$ cat src/rtl/uart_baud_gen_pkg.sv
`default_nettype none
// ============================================================================
//  Module   : uart_baud_gen_pkg
//  Purpose  : Shared defaults and types for the UART baud/oversample ticks.
//  Revision : 1.0 - initial release
// ============================================================================
package uart_baud_gen_pkg;

    localparam int DEF_DIV_WIDTH = 16;
    localparam int DEF_OSR       = 16;
    localparam int DEF_OSR_WIDTH = 4;

    typedef struct packed {
        logic os;
        logic mid;
        logic bit_end;
    } tick_t;

endpackage : uart_baud_gen_pkg
`default_nettype wire

$ cat src/rtl/uart_baud_gen_mod_counter.sv
`default_nettype none
// ============================================================================
//  Module   : mod_counter
//  Purpose  : Modulo counter with synchronous clear and combinational wrap.
//  Revision : 1.0 - initial release
// ============================================================================
module mod_counter #(
    parameter int WIDTH = 16
) (
    input  logic             i_clk,
    input  logic             i_rst,
    input  logic             i_enable,
    input  logic             i_clear,
    input  logic [WIDTH:0]   i_modulus,
    output logic [WIDTH-1:0] o_count,
    output logic             o_wrap
);

    logic [WIDTH-1:0] count_q;
    logic [WIDTH-1:0] count_d;
    logic [WIDTH:0]   w_last;

    // One extra modulus bit lets a full 2**WIDTH modulus be expressed.
    assign w_last  = i_modulus - (WIDTH+1)'(1);
    assign o_wrap  = i_enable && ({1'b0, count_q} == w_last);
    assign o_count = count_q;

    always_comb begin
        count_d = count_q;
        if (i_clear) begin
            count_d = '0;
        end else if (o_wrap) begin
            count_d = '0;
        end else if (i_enable) begin
            count_d = count_q + WIDTH'(1);
        end
    end

    always_ff @(posedge i_clk or negedge i_rst) begin
        if (!i_rst) begin
            count_q <= '0;
        end else begin
            count_q <= count_d;
        end
    end

endmodule : mod_counter
`default_nettype wire

$ cat src/rtl/uart_baud_gen.sv
`default_nettype none
// ============================================================================
//  Module   : uart_baud_gen
//  Purpose  : Programmable prescaler + oversample counter giving os/mid/bit ticks.
//  Revision : 1.0 - initial release
// ============================================================================
module uart_baud_gen
    import uart_baud_gen_pkg::*;
#(
    parameter int DIV_WIDTH = DEF_DIV_WIDTH,
    parameter int OSR       = DEF_OSR,
    parameter int OSR_WIDTH = DEF_OSR_WIDTH
) (
    input  logic                 i_clk,
    input  logic                 i_rst,
    input  logic                 i_enable,
    input  logic [DIV_WIDTH-1:0] i_divisor,
    input  logic                 i_restart,
    output logic                 o_os_tick,
    output logic                 o_mid_tick,
    output logic                 o_bit_tick,
    output logic [OSR_WIDTH-1:0] o_os_count
);

    localparam logic [OSR_WIDTH:0]   c_osr_mod = (OSR_WIDTH+1)'(OSR);
    localparam logic [OSR_WIDTH-1:0] c_mid_idx = OSR_WIDTH'(OSR/2 - 1);

    logic [DIV_WIDTH-1:0] div_q;
    logic [DIV_WIDTH-1:0] div_d;
    logic                 started_q;
    logic                 started_d;
    tick_t                ticks_q;
    tick_t                ticks_d;

    logic                 w_use_in;
    logic [DIV_WIDTH-1:0] w_div_eff;
    logic                 w_clear;
    logic                 w_p_en;
    logic                 w_p_wrap;
    logic [DIV_WIDTH-1:0] w_prescale_unused;
    logic [OSR_WIDTH-1:0] w_s_count;
    logic                 w_s_wrap;

    // First enabled cycle and the zero-divisor stall count straight from the
    // input so a fresh divisor N yields its first tick on the N-th edge.
    assign w_use_in  = !started_q || (div_q == '0);
    assign w_div_eff = w_use_in ? i_divisor : div_q;
    assign w_clear   = !i_enable || i_restart;
    assign w_p_en    = i_enable && !i_restart && (w_div_eff != '0);

    mod_counter #(
        .WIDTH (DIV_WIDTH)
    ) u_prescale (
        .i_clk     (i_clk),
        .i_rst     (i_rst),
        .i_enable  (w_p_en),
        .i_clear   (w_clear),
        .i_modulus ({1'b0, w_div_eff}),
        .o_count   (w_prescale_unused),
        .o_wrap    (w_p_wrap)
    );

    mod_counter #(
        .WIDTH (OSR_WIDTH)
    ) u_oversample (
        .i_clk     (i_clk),
        .i_rst     (i_rst),
        .i_enable  (w_p_wrap),
        .i_clear   (w_clear),
        .i_modulus (c_osr_mod),
        .o_count   (w_s_count),
        .o_wrap    (w_s_wrap)
    );

    always_comb begin
        div_d           = div_q;
        started_d       = i_enable;
        ticks_d         = '0;
        ticks_d.os      = w_p_wrap;
        ticks_d.mid     = w_p_wrap && (w_s_count == c_mid_idx);
        ticks_d.bit_end = w_s_wrap;
        if (i_enable && (w_use_in || i_restart || w_p_wrap)) begin
            div_d = i_divisor;
        end
    end

    always_ff @(posedge i_clk or negedge i_rst) begin
        if (!i_rst) begin
            div_q     <= '0;
            started_q <= 1'b0;
            ticks_q   <= '0;
        end else begin
            div_q     <= div_d;
            started_q <= started_d;
            ticks_q   <= ticks_d;
        end
    end

    assign o_os_tick  = ticks_q.os;
    assign o_mid_tick = ticks_q.mid;
    assign o_bit_tick = ticks_q.bit_end;
    assign o_os_count = w_s_count;

endmodule : uart_baud_gen
`default_nettype wire
$ cat config.mk
export PLATFORM = sky130hd
export DESIGN_NAME = uart_baud_gen
export DESIGN_NICKNAME = d
export VERILOG_FILES = /design/src/rtl/uart_baud_gen_pkg.sv /design/src/rtl/uart_baud_gen_mod_counter.sv /design/src/rtl/uart_baud_gen.sv
export SDC_FILE = /design/constraint.sdc
export NUM_CORES = 1
export LEC_CHECK = 0
export ABC_AREA = 1
export ABC_CLOCK_PERIOD_IN_PS = 6300
export CAP_MARGIN = 20
export CORE_MARGIN = 4
export CORE_UTILIZATION = 55
export CTS_CLUSTER_SIZE = 40
export DETAILED_ROUTE_END_ITERATION = 16
export GPL_TIMING_DRIVEN = 0
export PLACE_DENSITY = 0.72
export SLEW_MARGIN = 20
export SYNTH_ARGS = -nofsm -noshare
export SYNTH_HDL_FRONTEND = slang
export SYNTH_SLANG_ARGS = --single-unit
$ cat constraint.sdc
create_clock -name i_clk -period 6.3 [get_ports i_clk]
set_input_delay 0.63 -clock i_clk [delete_from_list [all_inputs] [get_ports i_clk]]
set_output_delay 0.63 -clock i_clk [all_outputs]
set_load 0.01 [all_outputs]
Run 1, close-up of the layout:
Bar = 5 µm. Region (33, 50) to (53, 70) µm. Cells in grey, sequential cells in the stronger grey; small squares are vias.
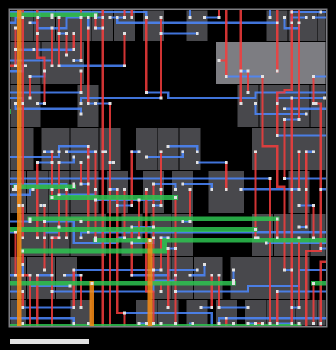
| layer | colour |
|---|---|
| met1 | blue |
| met3 | green |
| met4 | orange |
| met2 | red |
cells with their middle in the window: 58
sequential cells in the window: 1
netlist names of flops here include: `u_prescale.o_count` (1)
most frequent: nand2_1 (17), nor2_1 (11)

Run 1, ports around the boundary:
Bar = 20 µm. Pins as bars across the die edge, other pins in grey.
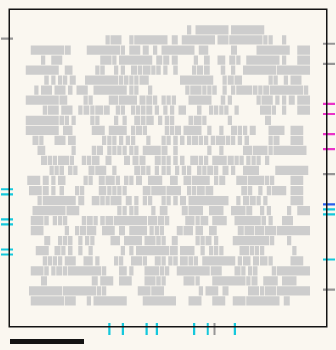
| port | colour | pins | direction | edge |
|---|---|---|---|---|
| `o_os_count` | magenta | 4 | output | east |
| `i_divisor` | cyan | 16 | input | 7 south, 6 west, 3 east |
| `i_restart` | blue | 1 | input | east |
all pins by edge: 12 east, 8 south, 7 west
die span in x: 85.6 µm
PortBufs: 26

Run 1, routed metal per tile:
17 x 17 tiles, from white (low) to dark blue (high), scaled to the fullest tile. Values are wire area over tile area, all layers added.
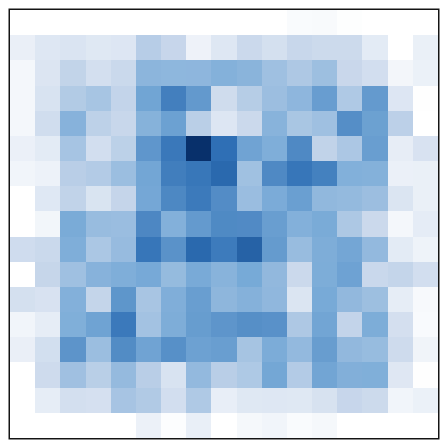
densest ninth of the die: centre
emptiest ninth of the die: north-west
tiles over half the peak: 21%
nearly empty tiles: 12%
mean over tiles: 0.18
WL/cell: 13.4 µm
Total Routing Usage GR: 0.239
Vias: 3216

==> run 1: layout by cell type, fill, tap and decap left out, types with 2 or more instances in the layout <==
| cell | count |
|---|---|
| nand3b_1 | 13 |
| a21oi_1 | 5 |
| or2_2 | 2 |
| nand3_2 | 2 |
| nor2_1 | 65 |
| inv_1 | 47 |
| clkdlybuf4s50_1 | 25 |
| nand3_1 | 57 |
| inv_2 | 3 |
| nand2_2 | 12 |
| nor2_2 | 11 |
| xor2_1 | 15 |
| o21ai_2 | 11 |
| nand2_1 | 173 |
| nand2_4 | 4 |
| clkinv_1 | 2 |
| clkbuf_8 | 7 |
| nor3_1 | 4 |
| nand4_1 | 5 |
| ha_1 | 4 |
| buf_6 | 6 |
| xnor2_1 | 2 |
| o21ai_0 | 4 |
| buf_2 | 5 |
| nor2_4 | 4 |
| dfrtp_1 | 40 |
==> run 1: metal layers <==
layer / vias up / share of wire / GRT usage
li1: 1659 / - / -
met1: 1474 / 0.46 / 0.319
met2: 71 / 0.48 / 0.405
met3: 12 / 0.045 / 0.0384
met4: 0 / 0.015 / 0.0576
met5: - / 0 / 0
==> run 1: report_power, final <==
part | switching (W) | internal, W | leakage (nW)
clock network | 0.0000963 | 0.000140 | 0.0645
registers | 0.0000126 | 0.000270 | 0.529
logic | 0.000110 | 0.0000660 | 1.24
total | 0.000219 | 0.000476 | 1.83
==> run 1: sequential cells by signal, summed over array words and instances, names as in the netlist <==
register              cells
u_oversample.o_count      4
o_bit_tick                1
u_prescale.o_count       16
o_mid_tick                1
o_os_tick                 1
div_q                    16
started_q                 1
==> run 1: logic make-up after synthesis <==
| logic type | Yosys count | share of synthesized area |
|---|---|---|
| xor gates and xnor gates | 17 | 0.0449 |
| adders and majority gates | 4 | 0.0151 |
| DFF | 40 | 0.302 |
| buffers and inverters | 63 | 0.0864 |
| AOI/OAI and AO/OA | 24 | 0.0525 |
| and+or+nand+nor | 357 | 0.499 |
==> run 1: cell usage after synthesis (4+ instances only) <==
cell type | number | area, µm²
nor2_2 | 11 | 68.8
nand3b_1 | 13 | 97.6
ha_1 | 4 | 50.1
nand2_1 | 173 | 649
nor3_1 | 4 | 20.0
a21oi_1 | 5 | 25.0
dfrtp_1 | 40 | 1000
xor2_1 | 15 | 131
nor2_1 | 65 | 244
buf_6 | 6 | 67.6
nand4_1 | 5 | 31.3
inv_1 | 47 | 176
o21ai_0 | 4 | 20.0
buf_2 | 4 | 20.0
nand2_4 | 4 | 45.0
nand2_2 | 12 | 75.1
nor2_4 | 4 | 45.0
o21ai_2 | 11 | 96.3
nand3_1 | 57 | 285
==> run 1: layout make-up <==
cell class                 instances  share of cell area
tap                               75              0.0246
clock buffer                       7              0.0252
multi-input combinational        402               0.531
clock inverter                     1             0.00786
buffer                            11              0.0239
sequential                        40               0.262
inverter                          52              0.0511
timing repair buffer              27              0.0740
==> impl_metrics.toml, run 1 <==
# physical design summary
[synthesis]
ys_cells = 505
avgSynthCellArea_um2 = 6.57
synth_cell_types = 34
netlist_area_mm2 = 0.00332
ys_chip_area_mm2 = 0.00332
postSynthSeqShare = 0.302
synth_warnings = 0
synth_nets = 529
async_flop_share = 1.00
synth-main-ff-cell = "dfrtp_1"
synth_cells = 505
ys_ff = 40
synth-edff-count = 0

[finish]
nets = 563
final_cell_area_mm2 = 0.00382
final_cells = 615
ff_latch_area_mm2 = 0.00100
nFillCells = 557
comb_area_mm2 = 0.00203
antenna_cells = 0
syn_to_final_growth_pct = 15.2
fin_util = 0.649
layout-drive-gt1-share = 0.133

[timing]
fmax_mhz = 314
max_slew_margin = 0.651
period_used_share = 0.506
setup_slack_ns = 3.11
finalHoldViolations = 0
slew_violations = 0
tightest_slew_ns = 0.524
setup_viol = 0
clock-skew-final_ns = 0.00881
min_period_ns = 3.19
tns_ns = 0
rsz0062_at_grt = "no"

[grt]
grt_max_degree = 22
grt_pass1_wl_mm = 13.9
antenna_found_initial = 0
grt_pass1_vias = 2928
overflow = 0

[clocking]
clk_latency_ns = 0.30
cts.sinks = 40
cts_made_buffers = 5
ctsResizeCount = 0
clockRootBuffer = "clkbuf_8"
clk_pin_slew_ns = 0.08
postCtsSetupRepairBufs = 0
clock_path_buffers = 2
tritoncts = "built"

[worst_setup_path]
path_cells = "nor2_1, nand2_1, nor2_2, nand2_4, nand2_8, nand2_1, nand2_1, ha_1, nand3_1, nor2_2, nand3_1, nand2_1, nand2_1, nor3_2, nand3_4, nand2_4, nand2_4, buf_6, nand2_1, o21ai_2"
path_depth = 20
crit_family = "simple AND/OR/NAND/NOR gates"
path_class = "flip-flop to flip-flop"
end_kind = "flip-flop"
crit_path_max_fanout = 10
max_stage_delay_ns = 0.42
cp.required_ns = 6.50
worstPathArrival_ns = 3.38
r2r_slack_ns = 3.11
rr_endpoint = "div_q[10]$_DFFE_PN0P_"
critPathLaunchType = "flip-flop"
critPathLaunch = "div_q[0]$_DFFE_PN0P_"
crit_end = "div_q[10]$_DFFE_PN0P_"
timing.critical_path.buf_inv = 1
worst-r2r-cell-count = 20
r2r_start = "div_q[0]$_DFFE_PN0P_"
slowest_stage = "dfrtp_1"
worst_path_most_repeated_cell = "nand2_1"

[pwr]
p_per_area_mw_per_mm2 = 182
total_leakage_power_nw = 1.83
total_power_w = 0.000694
irDropWorstVdd_v = 0.000134

[detailed_routing]
vias_per_cell = 5.23
drt-total-wl_mm = 8.23
antenna_left = 0
first_pass_iters = 4
drc_errors = 0

[floorplan]
num_io_pins = 27
floorplan.core_util = 0.563
num_rows = 28
core_area_mm2 = 0.00589
dieArea_mm2 = 0.00734

[placement]
gp_congestion = 0.870
placed_cells = 607
dp_hpwl_mm = 6.56
dpl_cell_area_mm2 = 0.00369
place_ws_ns = 2.91

[min_path]
hp-class = "input pin to async pin"

[job]
cap_viol_max_count = 0
warnings = 27

[outcome]
status = "complete, no violations"
==> run 1 -> run 2 <==
--- a/config.mk
+++ b/config.mk
@@ -6,14 +6,14 @@
 export NUM_CORES = 1
 export LEC_CHECK = 0
 export ABC_AREA = 1
-export ABC_CLOCK_PERIOD_IN_PS = 6300
+export ABC_CLOCK_PERIOD_IN_PS = 2800
 export CAP_MARGIN = 20
 export CORE_MARGIN = 4
-export CORE_UTILIZATION = 55
+export CORE_UTILIZATION = 53
 export CTS_CLUSTER_SIZE = 40
 export DETAILED_ROUTE_END_ITERATION = 16
 export GPL_TIMING_DRIVEN = 0
-export PLACE_DENSITY = 0.72
+export PLACE_DENSITY = 0.73
 export SLEW_MARGIN = 20
 export SYNTH_ARGS = -nofsm -noshare
 export SYNTH_HDL_FRONTEND = slang
==> constraint.sdc (replaced) <==
create_clock -name i_clk -period 2.8 [get_ports i_clk]
set_input_delay 0.28 -clock i_clk [delete_from_list [all_inputs] [get_ports i_clk]]
set_output_delay 0.28 -clock i_clk [all_outputs]
set_load 0.01 [all_outputs]
==> run 2 against run 1 <==
The flow now finishes with violations (setup timing). Global-route usage up 1.3 points. Synthesized cell count unchanged. Via count up 10%. Clock skew fell by 0.0025 ns. Clock power up 100%. Worst hold slack improved by 0.15 ns. Routed wire length grew 18%. Die size increased by 3.4%. Final cell count grew 5.4%. Sequential cell count unchanged. Sequential share of layout area decreased by 3.7 points. Critical path depth is 2 higher. Largest cell class unchanged. Highest routed layer unchanged.
==> impl_metrics.toml, run 2 <==
# physical design summary
[outcome]
status = "finished with violations"
violations = "setup timing"

[clocking]
cts.sinks = 40
clk_latency_ns = 0.29
clock_path_buffers = 2
htree_num_levels = 2
clk_pin_slew_ns = 0.08
cts_made_buffers = 5
clockRootBuffer = "clkbuf_8"
tritoncts = "built"

[pwr]
total_power_w = 0.00165
p_per_area_mw_per_mm2 = 371
total_leakage_power_nw = 2.07
irDropWorstVdd_v = 0.000282

[floorplan]
die_w_um = 87.1
core_area_mm2 = 0.00599
num_rows = 28
num_io_pins = 27
floorplan.core_util = 0.553
die.size.y_um = 87.1
dieArea_mm2 = 0.00759

[synthesis]
netlist_area_mm2 = 0.00332
postSynthSeqShare = 0.302
top_area_cell = "dfrtp_1"
top_cells_by_count = "173 x nand2_1, 65 x nor2_1, 57 x nand3_1"
synth-main-ff-cell = "dfrtp_1"
ys_chip_area_mm2 = 0.00332
top_cell = "nand2_1"
synth_cells = 505
synth-edff-count = 0
avgSynthCellArea_um2 = 6.57
synth.top_cell.area_share = 0.302
ys_cells = 505
async_flop_share = 1.00
topCellsByArea = "dfrtp_1 30%, nand2_1 20%, nand3_1 8.6%"
synth_nets = 529
synth_warnings = 0
ys_ff = 40
synth_cell_types = 34

[grt]
grt_pass1_vias = 3299
antenna_found_initial = 0
overflow = 0
grt_max_degree = 22
grt_pass1_wl_mm = 15.1

[finish]
syn_to_final_growth_pct = 34.3
antenna_cells = 0
comb_area_mm2 = 0.00232
ff_latch_area_mm2 = 0.00100
nFillCells = 458
lay_top_cells = "143 x nand2_1, 54 x nor2_1, 53 x nand3_1"
nets = 596
layout-drive-gt1-share = 0.271

[placement]
gp_congestion = 0.925
placed_cells = 607
dp_hpwl_mm = 6.60
numPortBuffers = 26

[detailed_routing]
vias_per_cell = 5.47
drc_errors = 0
antenna_left = 0
dr.first_iter.drc_count = 309
first_pass_iters = 7

[worst_setup_path]
crit_path_max_fanout = 10
end_kind = "flip-flop"
worstPathArrival_ns = 3.31
critPathLaunchType = "flip-flop"
cp.required_ns = 2.99
worst-r2r-cell-count = 22
path_class = "flip-flop to flip-flop"

[timing]
holdWs_ns = 0.441
min_period_ns = 3.13
clock-skew-final_ns = 0.00632
rsz0062_at_grt = "yes"
max_slew_margin = 0.636
setup_slack_ns = -0.326
setup_viol = 38
tightest_slew_ns = 0.547
fmax_mhz = 320
finalHoldViolations = 0
slew_violations = 0
period_used_share = 1.12

[min_path]
hp-class = "input pin to flip-flop"
whs_path_depth = 1

[job]
cap_viol_max_count = 0
warnings = 29
## run 2: layout make-up
cell class                      count  area share
Multi-Input combinational cell    402       0.522
Sequential cell                    40       0.225
Timing Repair Buffer               60       0.138
Inverter                           52      0.0438
Buffer                             11      0.0264
Tap cell                           75      0.0211
Clock buffer                        6      0.0163
Clock inverter                      2     0.00787
## run 2: what timing repair did
item	in CTS	in global routing
endpoints found under the hold margin	20	0
resized	35	53
buffers inserted	16	17
hold buffers	1	0
endpoints found under the setup margin	39	39
gates cloned	1	2
pin swaps	16	30
## run 2: cells by family after synthesis
group	share of synthesized area
fa+ha+maj	0.0151
flops	0.302
buf+inv	0.0864
compound gates	0.0525
simple gates	0.499
xor+xnor	0.0449
## run 2: power by group
part,internal [W],leakage [nW],switching (W),total (W)
registers,0.000606,0.529,0.0000294,0.000636
logic,0.000226,1.49,0.000316,0.000542
clock network,0.000265,0.0552,0.000211,0.000476
total,0.00110,2.07,0.000556,0.00165
## run 2: per-stage QoR
stage	instance area (µm²)	utilization	TNS, ns	setup WS, ns
floorplan	3320	-	0	0.0489
global placement	3670	0.613	-11.24	-0.412
detailed placement	3690	0.616	-13.46	-0.473
CTS	4100	0.684	-5.38	-0.218
global route	4450	0.744	-17.49	-0.501
finish	4450	0.744	-10.47	-0.326
## run 2: worst paths after layout
| kind | startpoint | to | slack (ns) |
|---|---|---|---|
| setup / recovery | div_q[1]$_DFFE_PN0P_ | u_prescale.o_count[9]$_DFFE_PN0P_ | -0.33 |
| hold / removal | i_enable | started_q$_DFF_PN0_ | 0.44 |
| setup reg to reg | div_q[1]$_DFFE_PN0P_ | u_prescale.o_count[9]$_DFFE_PN0P_ | -0.33 |
| hold reg to reg | div_q[14]$_DFFE_PN0P_ | div_q[14]$_DFFE_PN0P_ | 0.52 |
| max in group asynchronous | i_rst | u_prescale.o_count[13]$_DFFE_PN0P_ | 1.81 |
| min in group asynchronous | i_rst | div_q[1]$_DFFE_PN0P_ | 0.49 |
## run 2: per-layer routing
layer	global-route usage	up-vias	part of all wire
met3	0.0416	24	0.070
met2	0.415	139	0.48
met5	0	-	0
met4	0.0837	0	0.022
met1	0.336	1658	0.43
li1	-	1726	-
## run 2: critical path: stages (launching register included)
cell,delay (ns)
dfrtp_1,0.42
nor2_1,0.13
nand2_1,0.10
nor2_2,0.15
nand2_4,0.11
buf_6,0.15
buf_6,0.14
nand3_1,0.09
nand2_2,0.09
nor2_4,0.15
nand2_1,0.12
nor2_2,0.14
nand2_1,0.07
nand2_1,0.05
nand2_1,0.09
clkinv_1,0.06
nand2_1,0.10
nor2_4,0.19
nand3_4,0.16
buf_4,0.20
nand2_8,0.09
clkbuf_16,0.15
nor2_1,0.04
Run 2, gate families picked out:
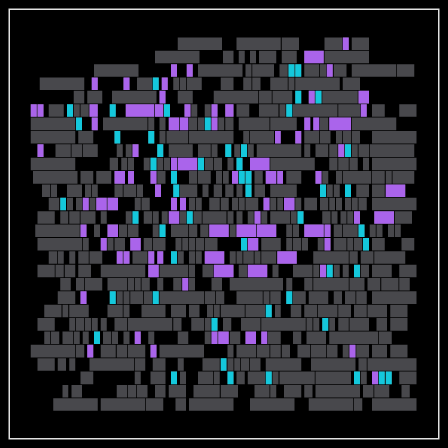
| family | colour | cells |
|---|---|---|
| inverters | cyan | 52 |
| NOR gates | purple | 87 |
Commonest Layout Cell: nand2_1
Comb area share: 0.522
non-filler cells, final: 648

Run 2, routed metal per tile:
17 x 17 tiles, from white (low) to dark blue (high), scaled to the fullest tile. Values are wire area over tile area, all layers added.
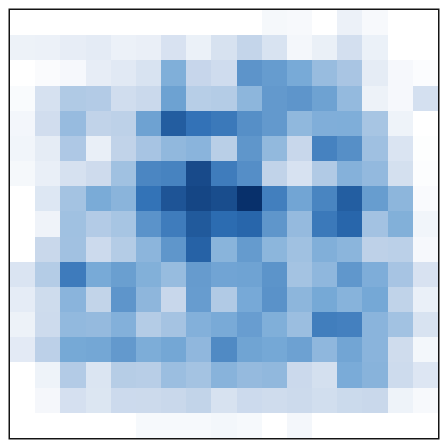
fullest tile: 0.66
tiles over half the peak: 24%
nearly empty tiles: 13%
densest ninth of the die: centre
mean over tiles: 0.21
emptiest ninth of the die: north-west
Total Routing Usage GR: 0.252
final WL: 9.74 mm
WL/cell: 15.0 µm
Vias: 3547

Power figures rest on the tool's default switching activity, not on a simulated workload.
